final_congestion.png
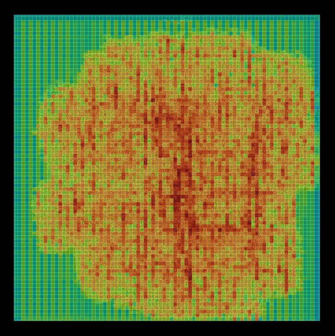
metal_stack.png
Two of the layers only.
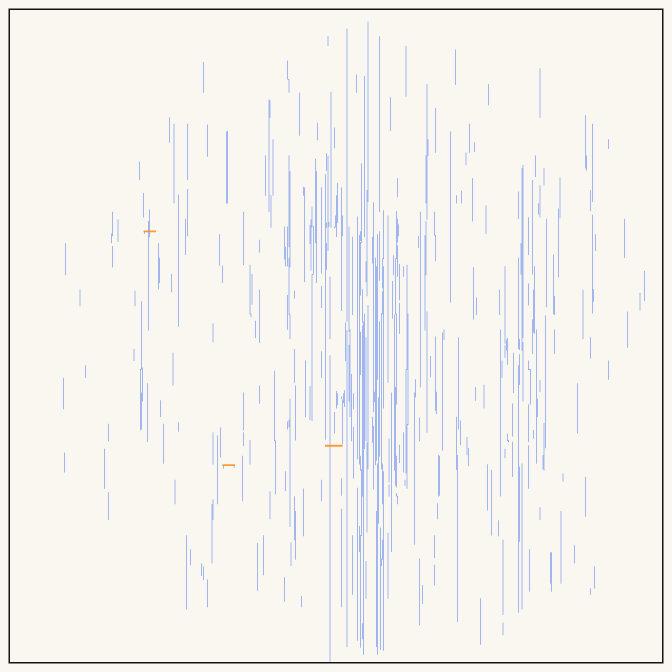
registers.png
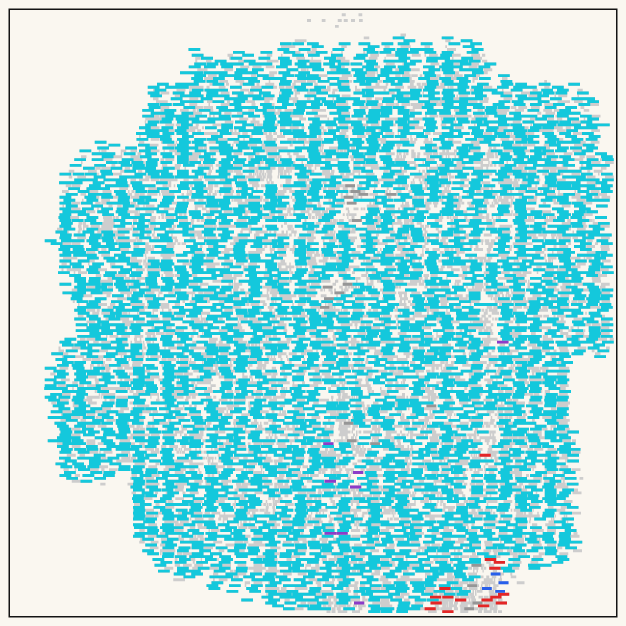
==> config.mk <==
export PLATFORM = sky130hd
export DESIGN_NAME = data_mem_responder
export DESIGN_NICKNAME = d
export VERILOG_FILES = /design/src/rtl/data_mem_responder.sv
export SDC_FILE = /design/constraint.sdc
export NUM_CORES = 2
export LEC_CHECK = 0
export CAP_MARGIN = 15
export CELL_PAD_IN_SITES_DETAIL_PLACEMENT = 0
export CELL_PAD_IN_SITES_GLOBAL_PLACEMENT = 1
export CORE_MARGIN = 2
export CORE_UTILIZATION = 50
export CTS_BUF_LIST = sky130_fd_sc_hd__clkbuf_8
export DETAILED_ROUTE_END_ITERATION = 10
export PLACE_DENSITY = 0.78
export SLEW_MARGIN = 20
export SYNTH_ARGS = -nofsm -noshare
export SYNTH_HDL_FRONTEND = slang
export SYNTH_SLANG_ARGS = --single-unit
==> constraint.sdc <==
create_clock -name clk -period 5.63 [get_ports clk]
set_clock_uncertainty 0.2 [all_clocks]
set_input_delay 0.563 -clock clk [delete_from_list [all_inputs] [get_ports clk]]
set_output_delay 0.563 -clock clk [all_outputs]
set_load 0.05 [all_outputs]
==> src/rtl/data_mem_responder.sv <==
// ---------------------------------------------------------------------------
// data_mem_responder
//
// Serves the stage-three load/store request from a local array of
// 2**ADDR_W 16-bit words after a fixed LATENCY of BUSY cycles. The pipeline
// is held through mem_stall while a request is outstanding. mem_done (and
// rd_valid for loads) pulse in the single DONE cycle that follows.
//
// Ports:
//   clk        system clock
//   rst        asynchronous active-high reset
//   halt_sys   global halt; freezes FSM, counter, flag, array and rd_data
//   req_memc   request code: 00 none, 01 load, 10 store, 11 reserved
//   req_addr   word address; only bits [ADDR_W-1:0] are used
//   req_wdata  store data
//   mem_stall  pipeline hold (combinational)
//   mem_done   one-cycle completion pulse for loads and stores
//   rd_valid   one-cycle pulse marking rd_data as a fresh load result
//   rd_data    data of the last completed load
//   err        sticky flag, set when a reserved code is seen in IDLE
// ---------------------------------------------------------------------------
module data_mem_responder #(
  parameter int ADDR_W  = 8,
  parameter int LATENCY = 2
) (
  input  logic        clk,
  input  logic        rst,
  input  logic        halt_sys,
  input  logic [1:0]  req_memc,
  input  logic [15:0] req_addr,
  input  logic [15:0] req_wdata,
  output logic        mem_stall,
  output logic        mem_done,
  output logic        rd_valid,
  output logic [15:0] rd_data,
  output logic        err
);

  localparam logic [1:0] ST_IDLE = 2'b00;
  localparam logic [1:0] ST_BUSY = 2'b01;
  localparam logic [1:0] ST_DONE = 2'b10;

  localparam logic [1:0] MEMC_NONE  = 2'b00;
  localparam logic [1:0] MEMC_LOAD  = 2'b01;
  localparam logic [1:0] MEMC_STORE = 2'b10;
  localparam logic [1:0] MEMC_RSVD  = 2'b11;

  // BUSY lasts cnt+1 cycles, so the counter starts one below LATENCY.
  localparam logic [3:0] CNT_INIT = 4'(LATENCY - 1);

  logic [1:0]        state;
  logic [3:0]        cnt;
  logic              op_load;
  logic [ADDR_W-1:0] idx;
  logic [15:0]       wdata;
  logic [15:0]       mem [2**ADDR_W];

  logic              req_valid;
  logic              store_commit;

  assign req_valid = (req_memc == MEMC_LOAD) || (req_memc == MEMC_STORE);

  // The access edge: last BUSY cycle, not frozen by halt.
  assign store_commit = (state == ST_BUSY) && (cnt == 4'd0) && !halt_sys && !op_load;

  // Upper address bits are deliberately discarded (address aliasing).
  if (ADDR_W < 16) begin : g_addr_hi
    logic unused_addr_hi;
    assign unused_addr_hi = ^req_addr[15:ADDR_W];
  end

  // Request FSM, BUSY counter, latched request, load result and error flag.
  always_ff @(posedge clk or posedge rst) begin
    if (rst) begin
      state   <= ST_IDLE;
      cnt     <= 4'd0;
      op_load <= 1'b0;
      idx     <= '0;
      wdata   <= 16'h0000;
      rd_data <= 16'h0000;
      err     <= 1'b0;
    end else if (!halt_sys) begin
      case (state)
        ST_IDLE: begin
          case (req_memc)
            MEMC_LOAD, MEMC_STORE: begin
              state   <= ST_BUSY;
              cnt     <= CNT_INIT;
              op_load <= (req_memc == MEMC_LOAD);
              idx     <= req_addr[ADDR_W-1:0];
              wdata   <= req_wdata;
            end
            // A reserved code is flagged but never accepted.
            MEMC_RSVD: err   <= 1'b1;
            MEMC_NONE: state <= ST_IDLE;
            default:   state <= ST_IDLE;
          endcase
        end
        ST_BUSY: begin
          if (cnt != 4'd0) begin
            cnt <= cnt - 4'd1;
          end else begin
            state <= ST_DONE;
            if (op_load) begin
              rd_data <= mem[idx];
            end
          end
        end
        // The old request is still on the inputs here; never accept it.
        ST_DONE: state <= ST_IDLE;
        default: state <= ST_IDLE;
      endcase
    end
  end

  // Word array: not reset, written only on the store commit edge.
  always_ff @(posedge clk) begin
    if (store_commit) begin
      mem[idx] <= wdata;
    end
  end

  assign mem_stall = (state == ST_BUSY) || ((state == ST_IDLE) && req_valid);
  assign mem_done  = (state == ST_DONE);
  assign rd_valid  = (state == ST_DONE) && op_load;

endmodule

==> results.yml <==
# synthesis and place-and-route metrics
floorplan:
  fp-row-count: 207
  n_tap_cell: 4180
  dieWidth_um: 569
  die_height_um: 569
  ios: 57
global_route:
  grt_pass1_vias: 79500
  grt_max_degree: 234
  top_usage_layer: "met2"
  met3_usage_pct: 7.10
  grt-ovfl-total: 0
  grt_antenna_before_repair: 23
clocking:
  htree_levels: 6
  cts_inserted_buffers: 641
  clk_latency_ns: 1.26
  cts_resized: 0
  holdBufCountCts: 29
  clock_path_buffers: 4
  path_clk_slew_ns: 0.06
  post_cts_buffers: 0
flow_run:
  maxCapViolCount: 0
  log.warning_count: 81
power_and_ir_drop:
  switching_share_pct: 34.0
  power_mw: 91.9
  intPower_mw: 60.6
  p_switching_mw: 31.3
  power.leakage_nw: 57.6
logic_synthesis:
  synth_stat.cells: 7097
  logic_family: "multiplexers"
  ys_sh_simple_pct: 2.07
  async_flop_share_pct: 1.16
  mux_area_share_pct: 16.4
  synthTopCellsByCount: "edfxtp_1, mux4_2, nor2_1"
  synth_seq_share_pct: 77.9
  top_cell_area_share_pct: 77.1
  syn_area_um2: 160000
  syn_nets: 7138
  ys_seq_elements: 4144
  adder_share_pct: 0.0314
  ff_type: "edfxtp_1"
route:
  via_per_inst: 6.31
  wl_met3_um: 49700
layout:
  clock_buffer_count: 656
  flops: 4144
  inv_count: 16
  reg_top3: "mem (4096), rd_data (16), wdata (16)"
  n_all_buffers: 642
  clk_share_pct: 6.60
  final-nonclk-buf-share_pct: 3.20
  fillers: 22600
  layout_top_cell: "edfxtp_1"
  area_growth_pct: 12.9
critical_path:
  cp.arrival_ns: 5.67
  cp_num_buf_inv: 1
  critPathLaunch: "idx[0]$_DFFE_PP0P_"
  cp_common_cell: "o41ai_1"
  criticalPathCategory: "flip-flop to flip-flop"
final_timing:
  setup_slack_ns: 0.855
  fmax_mhz: 209
  slew_headroom_pct: 11.6
  slew_viol_final: 0
  holdWs_ns: 0.273
placed_design:
  dpl.hpwl_um: 250000
  placed_cells: 11500
status:
  status: "complete, no violations"
-- final_congestion.png (at the start) --
M2 GR Usage: 39.5%
GRT Total Usage: 25.6%
GRT met1 Usage: 34.8%
fin util: 56.7%

-- metal_stack.png (at the start) --
| color | layer | wire length |
|---|---|---|
| blue | met4 | 17,500 µm |
| orange | met5 | 32.2 µm |
final wirelength: 416,000 µm
routed via count: 80,000
DR WL/cell: 32.8 µm

-- registers.png (at the start) --
| color | netlist name | sequential cells | where |
|---|---|---|---|
| cyan | mem | 4,096 | widely spread |
| red | wdata | 16 | lower right |
| purple | idx | 8 | bottom center |
| blue | cnt | 4 | lower right |
sequential power: 40.2 mW
Seq area share: 69.0%
FF+latch area: 124,000 µm²

No activity file was given, so power comes from the tool's default toggle rates.
